run_1/m1.png
Bar = 50 um. Supply wires on this layer in grey.
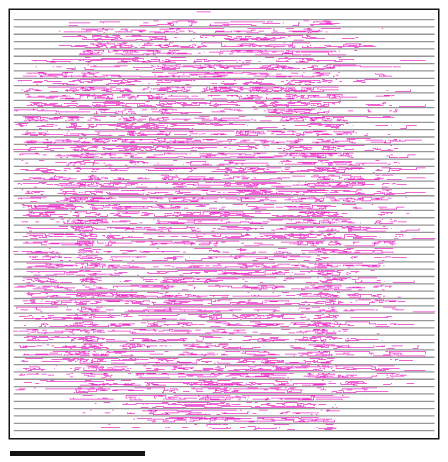
run_1/m3.png
Bar = 50 um. Cells faint in the background.
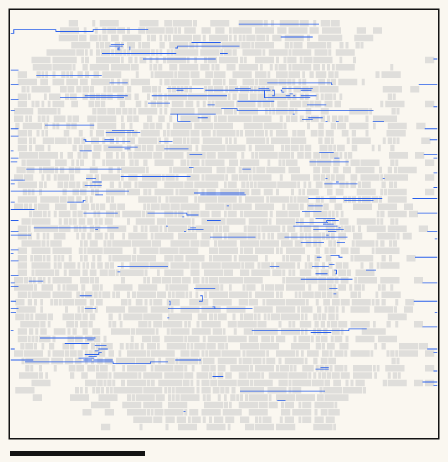
run_1/congestion_map.png
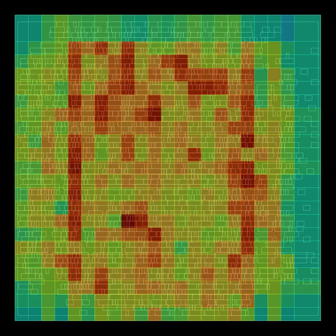
## config.mk

```make
export PLATFORM = sky130hd
export DESIGN_NAME = quad_velocity_estimator
export DESIGN_NICKNAME = d
export VERILOG_FILES = /design/src/rtl/quad_velocity_estimator.sv
export SDC_FILE = /design/constraint.sdc
export NUM_CORES = 1
export LEC_CHECK = 0
export CAP_MARGIN = 20
export CORE_UTILIZATION = 60
export CTS_CLUSTER_DIAMETER = 50
export DETAILED_ROUTE_END_ITERATION = 10
export GPL_ROUTABILITY_DRIVEN = 0
export PLACE_DENSITY = 0.82
export SETUP_SLACK_MARGIN = 0.02
export SLEW_MARGIN = 20
export SYNTH_ARGS = -nofsm -noshare
export SYNTH_HDL_FRONTEND = slang
export SYNTH_SLANG_ARGS = --single-unit
```

## constraint.sdc

```tcl
create_clock -name clk -period 9.7 [get_ports clk]
set_input_delay 1.94 -clock clk [delete_from_list [all_inputs] [get_ports clk]]
set_output_delay 1.94 -clock clk [all_outputs]
set_load 0.1 [all_outputs]
```

## src/rtl/quad_velocity_estimator.sv

```systemverilog
// -----------------------------------------------------------------------------
// quad_velocity_estimator
//
// Samples a 32-bit quadrature position count once every SAMPLE_DIV clocks,
// forms the wrap-safe signed delta between consecutive samples and outputs
// a boxcar average of the last N = 2^AVG_LOG2 deltas (counts per period).
//
// Ports:
//   clk         system clock
//   reset       synchronous, active-high reset
//   enable      run/stop; low forces IDLE on the next edge
//   count       32-bit two's complement position count
//   velocity    signed averaged velocity (holds its value while idle)
//   vel_valid   one-cycle pulse when velocity updates
//   window_full high once N deltas have been accumulated since leaving IDLE
//   stalled     zero-motion flag (only with QVE_STALL_DETECT_EN, else 0)
//
// Pipeline for a sample tick at edge T:
//   T   : count captured, delta registered
//   T+1 : history shifted, running sum updated
//   T+2 : velocity / vel_valid updated
//
// Optional feature macro: QVE_STALL_DETECT_EN
// -----------------------------------------------------------------------------
module quad_velocity_estimator #(
  parameter int SAMPLE_DIV    = 50000,
  parameter int AVG_LOG2      = 2,
  parameter int STALL_SAMPLES = 8
) (
  input  logic        clk,
  input  logic        reset,
  input  logic        enable,
  input  logic [31:0] count,
  output logic [31:0] velocity,
  output logic        vel_valid,
  output logic        window_full,
  output logic        stalled
);

  localparam int N  = 1 << AVG_LOG2;
  localparam int PW = (SAMPLE_DIV > 2) ? $clog2(SAMPLE_DIV) : 1;
  localparam int SW = 32 + AVG_LOG2;
  localparam int CW = AVG_LOG2 + 1;
  localparam logic [PW-1:0] PRESC_LAST = PW'(SAMPLE_DIV - 1);
  localparam logic [CW-1:0] FILL_LAST  = CW'(N - 1);

  typedef enum logic [1:0] {IDLE, PRIME, FILL, RUN} state_t;

  state_t             state_q, state_d;
  logic [PW-1:0]      presc_q, presc_d;
  logic [31:0]        prev_q, prev_d;
  logic [31:0]        delta_q, delta_d;
  logic               delta_vld_q, delta_vld_d;    // sum update pending
  logic               delta_emit_q, delta_emit_d;  // that update produces a pulse
  logic [CW-1:0]      fill_q, fill_d;              // deltas seen while filling
  logic signed [SW-1:0] sum_q, sum_d;
  logic               sum_emit_q, sum_emit_d;
  logic [31:0]        hist_q [N];
  logic [31:0]        hist_d [N];
  logic [31:0]        velocity_q, velocity_d;
  logic               vel_valid_q, vel_valid_d;
  logic               window_full_q, window_full_d;

  logic               tick;
  logic               active;
  logic [31:0]        raw_delta;
  logic signed [SW-1:0] new_ext, old_ext;

  assign tick      = (presc_q == PRESC_LAST);
  assign active    = enable && (state_q != IDLE);
  // Modulo-2^32 subtraction: counter wrap yields the correct small delta.
  assign raw_delta = count - prev_q;
  assign new_ext   = SW'($signed(delta_q));
  assign old_ext   = SW'($signed(hist_q[N-1]));

  always_comb begin
    state_d       = state_q;
    presc_d       = presc_q;
    prev_d        = prev_q;
    delta_d       = delta_q;
    delta_vld_d   = 1'b0;
    delta_emit_d  = 1'b0;
    fill_d        = fill_q;
    sum_d         = sum_q;
    sum_emit_d    = 1'b0;
    velocity_d    = velocity_q;
    vel_valid_d   = 1'b0;
    window_full_d = window_full_q;
    for (int i = 0; i < N; i++) hist_d[i] = hist_q[i];

    if (!active) begin
      // Dropping enable (even on a tick) discards in-flight work; velocity holds.
      state_d       = enable ? PRIME : IDLE;
      presc_d       = '0;
      fill_d        = '0;
      sum_d         = '0;
      window_full_d = 1'b0;
      for (int i = 0; i < N; i++) hist_d[i] = '0;
    end else begin
      presc_d = tick ? '0 : presc_q + PW'(1);

      if (sum_emit_q) begin
        velocity_d  = 32'(sum_q >>> AVG_LOG2);
        vel_valid_d = 1'b1;
      end

      if (delta_vld_q) begin
        sum_d      = sum_q + new_ext - old_ext;
        hist_d[0]  = delta_q;
        for (int i = 1; i < N; i++) hist_d[i] = hist_q[i-1];
        sum_emit_d = delta_emit_q;
      end

      if (tick) begin
        case (state_q)
          PRIME: begin
            prev_d  = count;
            state_d = FILL;
          end
          FILL, RUN: begin
            prev_d      = count;
            delta_d     = raw_delta;
            delta_vld_d = 1'b1;
            if (state_q == RUN) begin
              delta_emit_d = 1'b1;
            end else if (fill_q == FILL_LAST) begin
              delta_emit_d  = 1'b1;
              window_full_d = 1'b1;
              state_d       = RUN;
            end else begin
              fill_d = fill_q + CW'(1);
            end
          end
          default: ;
        endcase
      end
    end
  end

  always_ff @(posedge clk) begin
    if (reset) begin
      state_q       <= IDLE;
      presc_q       <= '0;
      prev_q        <= '0;
      delta_q       <= '0;
      delta_vld_q   <= 1'b0;
      delta_emit_q  <= 1'b0;
      fill_q        <= '0;
      sum_q         <= '0;
      sum_emit_q    <= 1'b0;
      velocity_q    <= '0;
      vel_valid_q   <= 1'b0;
      window_full_q <= 1'b0;
      for (int i = 0; i < N; i++) hist_q[i] <= '0;
    end else begin
      state_q       <= state_d;
      presc_q       <= presc_d;
      prev_q        <= prev_d;
      delta_q       <= delta_d;
      delta_vld_q   <= delta_vld_d;
      delta_emit_q  <= delta_emit_d;
      fill_q        <= fill_d;
      sum_q         <= sum_d;
      sum_emit_q    <= sum_emit_d;
      velocity_q    <= velocity_d;
      vel_valid_q   <= vel_valid_d;
      window_full_q <= window_full_d;
      for (int i = 0; i < N; i++) hist_q[i] <= hist_d[i];
    end
  end

  assign velocity    = velocity_q;
  assign vel_valid   = vel_valid_q;
  assign window_full = window_full_q;

`ifdef QVE_STALL_DETECT_EN
  localparam int ZW = $clog2(STALL_SAMPLES + 1);
  localparam logic [ZW-1:0] ZLIM = ZW'(STALL_SAMPLES);

  logic [ZW-1:0] zrun_q, zrun_d;
  logic          stalled_q, stalled_d;

  // Judged on the same edge that registers the delta, so the flag rises on
  // the tick edge of the qualifying zero delta and drops on a moving one.
  always_comb begin
    zrun_d    = zrun_q;
    stalled_d = stalled_q;
    if (!active) begin
      zrun_d    = '0;
      stalled_d = 1'b0;
    end else if (tick && (state_q == FILL || state_q == RUN)) begin
      if (raw_delta == 32'd0) begin
        zrun_d    = (zrun_q == ZLIM) ? zrun_q : zrun_q + ZW'(1);
        stalled_d = (zrun_d == ZLIM);
      end else begin
        zrun_d    = '0;
        stalled_d = 1'b0;
      end
    end
  end

  always_ff @(posedge clk) begin
    if (reset) begin
      zrun_q    <= '0;
      stalled_q <= 1'b0;
    end else begin
      zrun_q    <= zrun_d;
      stalled_q <= stalled_d;
    end
  end

  assign stalled = stalled_q;
`else
  // STALL_SAMPLES only matters when stall detection is built in.
  logic unused_stall_cfg;
  assign unused_stall_cfg = (STALL_SAMPLES > 0);
  assign stalled = 1'b0;
`endif

endmodule

```

==> reports/summary.txt, run 1 <==
Wire length of the first global-routing pass = 51.9 mm
CTS Root Cell = clkbuf_16
GR Util met3 = 3.46%
Vias = 11,700
Most frequent cells in the layout = dfxtp_1 (283), nand2_1 (224), nor2_1 (212)
Post-DP HPWL = 21.6 mm
Internal cell power = 1.87 mW
Flop-to-flop setup slack = 5.94 ns
Ys async rst share = 0%
Commonest cells in the netlist = dfxtp_1 (284), nand2_1 (225), nor2_1 (212), inv_1 (179), a21oi_1 (156)
# diodes = 0
Gate power share = 4.1%
Power Clock = 1.12 mW
Distinct lib cells = 74
Hold WS = 0.451 ns
Highest metal used = met4
Flip-flop count of the largest register after layout = 128
Hold Path Class = register to register
Number of global-route vias before repair = 11,100
WHS Path Cells = 2
Late-Pin Clk Latency = 0.55 ns
Top logic family = simple AND/OR/NAND/NOR gates
Seq share, synth = 38.6%
Area fraction in mux cells = 10.1%
Max-area cell class = logic gates
Yosys aoi share = 13.2%
Die Ht = 159 um
Crit path from = count[0]
DR pass1 iterations = 5
Achievable Freq = 212 MHz
Total Power = 2.38 mW
Remaining global-route overflow = 0
Routed len/inst = 14.5 um
# clk buffers = 42
DRC violations left = 0
CTS resizes = 0
Flop pwr share = 48.9%
DR WL met3 = 1.58 mm
CP top delay family = AND-OR/OR-AND gates
Skew final = 0.0108 ns
Synth area leader = dfxtp_1
Max-cap violation count = 0
Hold Vio Cnt, Final = 0
Net Sw Frac = 21.4%
Kind of critical path = input pin to register
Area Overhead vs Synth = 12.1%
Dominant cell area share = 38.6%
Run status = completed
## Picture notes: m1.png
The layer carries 14,500 um of wire. 1,824 nets have wire on it. The longest straight run is 64.9 um. The wires run mostly horizontal. The layer holds 47% of the routed length.

## Picture notes: m3.png
The longest straight run is 50.4 um. The wires run mostly horizontal. The layer carries 1,580 um of wire. The layer holds 5.1% of the routed length.

## Picture notes: congestion_map.png
final design utilization: 69.4%
gr usage total: 25.3%
Most Used Layer, Global Route: met2
M2 GR Usage: 41.6%

==> run 2, diff against run 1 <==
CORE_UTILIZATION = 55   (was 60)
PLACE_DENSITY = 0.8   (was 0.82)
clock period = 4.1 ns   (was 9.7 ns; I/O delays follow)
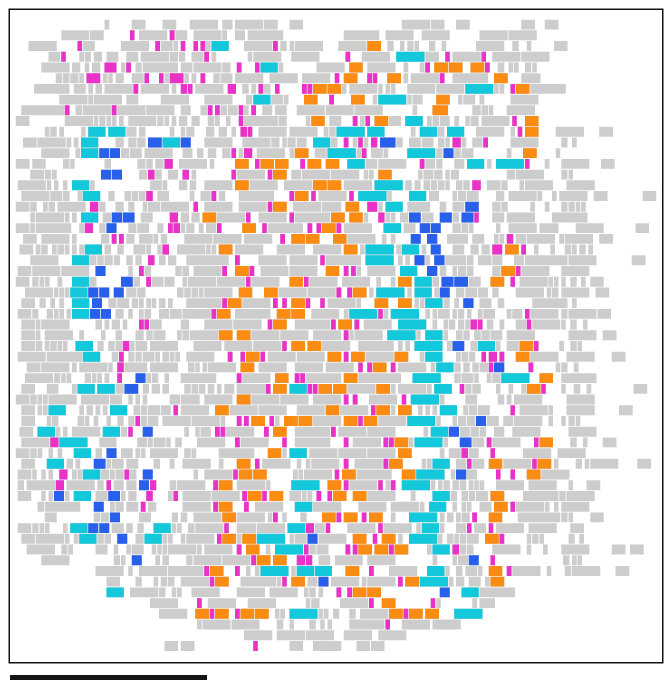
run_2/gates.png
Bar = 50 um.
fa/ha/maj cells: drawn in cyan, cells 103. non-inverting ao/oa cells: drawn in blue, cells 60. mux cells: drawn in orange, cells 149. nor cells: drawn in magenta, cells 250.

==> reports/summary.txt, run 2 <==
Run status = finished with violations
Violated checks = DRC
DRC violations left = 14
Most frequent cells in the layout = dfxtp_1 (283), nand2_1 (225), nor2_1 (212)
Flop-to-flop setup slack = 0.38 ns
Synth area leader = dfxtp_1
Net Sw Frac = 20.9%
CP top delay family = AND-OR/OR-AND gates
Hold WS = 0.449 ns
Highest metal used = met4
CTS Root Cell = clkbuf_16
Gr usage total = 22.6%
Total Power = 5.87 mW
Crit path from = delta_q[2]
Top logic family = simple AND/OR/NAND/NOR gates
Final design utilization = 63.8%
Area Overhead vs Synth = 13.3%
Number of global-route vias before repair = 10,800
Area fraction in mux cells = 10.1%
GR Util met3 = 3.05%
# clk buffers = 43
Flop pwr share = 47.1%
Hold Path Class = register to register
Remaining global-route overflow = 0
CTS resizes = 0
Seq share, synth = 38.6%
DR pass1 iterations = 9
Max-cap violation count = 0
Commonest cells in the netlist = dfxtp_1 (284), nand2_1 (225), nor2_1 (212), inv_1 (179), a21oi_1 (156)
Late-Pin Clk Latency = 0.56 ns
Most Used Layer, Global Route = met2
Distinct lib cells = 74
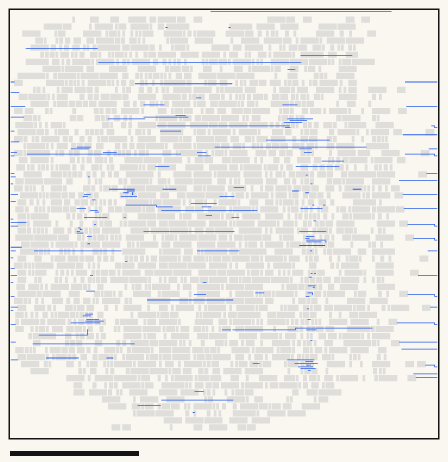
run_2/m3.png
Bar = 50 um. Cells faint in the background.
The layer carries 1,420 um of wire. The layer holds 4.6% of the routed length. The wires run mostly horizontal. The longest straight run is 78.2 um.

==> run 3, diff against run 2 <==
CORE_UTILIZATION = 58   (was 55)
DONT_BUFFER_PORTS = 1   (was default)
PLACE_DENSITY = 0.79   (was 0.8)
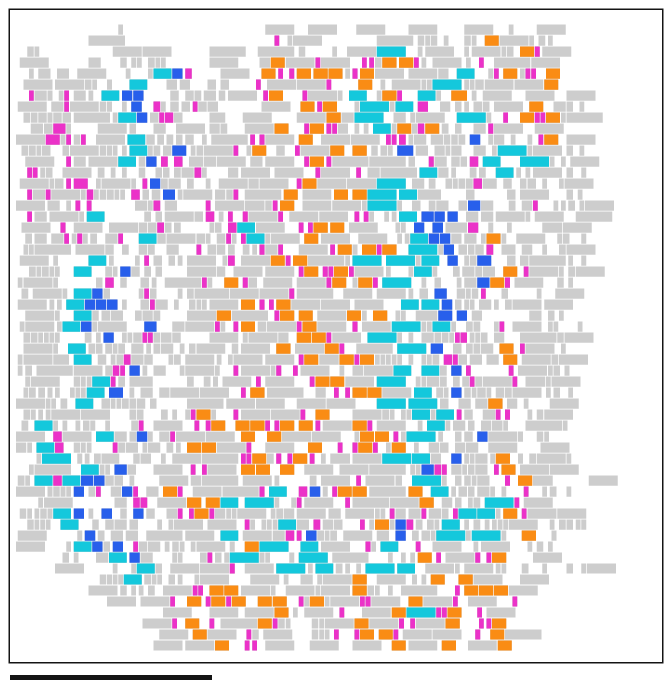
run_3/gates.png
Bar = 50 um.
Comb/total area: 50.1%
most frequent logic cell in the layout: dfxtp_1

==> reports/summary.txt, run 3 <==
Run status = completed
Crit path from = delta_q[2]
Flip-flop count of the largest register after layout = 128
Post-DP HPWL = 21.9 mm
CTS Root Cell = clkbuf_16
Net Sw Frac = 21.8%
Final design utilization = 65.0%
Yosys aoi share = 13.2%
Internal cell power = 4.59 mW
Hold Vio Cnt, Final = 0
Area fraction in mux cells = 10.1%
Remaining global-route overflow = 0
Max-cap violation count = 0
# diodes = 0
Wire length of the first global-routing pass = 51.4 mm
Gate power share = 3.0%
Kind of critical path = register to register
DR WL met3 = 1.96 mm
Commonest cells in the netlist = dfxtp_1 (284), nand2_1 (225), nor2_1 (212), inv_1 (179), a21oi_1 (156)
CP top delay family = AND-OR/OR-AND gates
Distinct lib cells = 74
Power Clock = 2.93 mW
Most frequent cells in the layout = dfxtp_1 (283), nand2_1 (224), nor2_1 (212)
WHS Path Cells = 1
CTS resizes = 0
Flop-to-flop setup slack = 0.50 ns
Synth area leader = dfxtp_1
Number of global-route vias before repair = 10,700
Max-area cell class = logic gates
Highest metal used = met4
Most Used Layer, Global Route = met2
Top logic family = simple AND/OR/NAND/NOR gates
Area Overhead vs Synth = 8.76%
Seq share, synth = 38.6%
DR pass1 iterations = 4
Gr usage total = 23.9%
Hold Path Class = input pin to register
Hold WS = 0.385 ns
Flop pwr share = 47.1%
M2 GR Usage = 38.1%
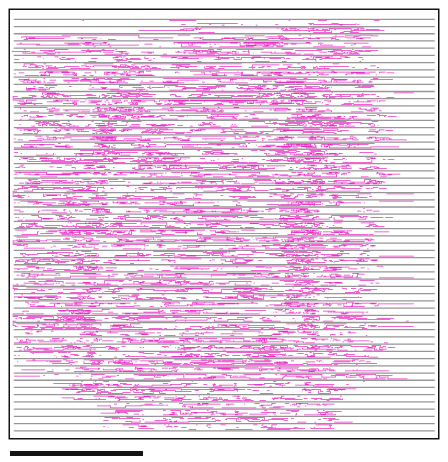
run_3/m1.png
Bar = 50 um. Supply wires on this layer in grey.
The layer holds 47% of the routed length. The wires run mostly horizontal. 1,801 nets have wire on it. The longest straight run is 52.9 um. The layer carries 14,700 um of wire.
routing usage on met1: 32.4%
Vias: 11,300
WL final: 31.0 mm

No activity file was given, so power comes from the tool's default toggle rates.
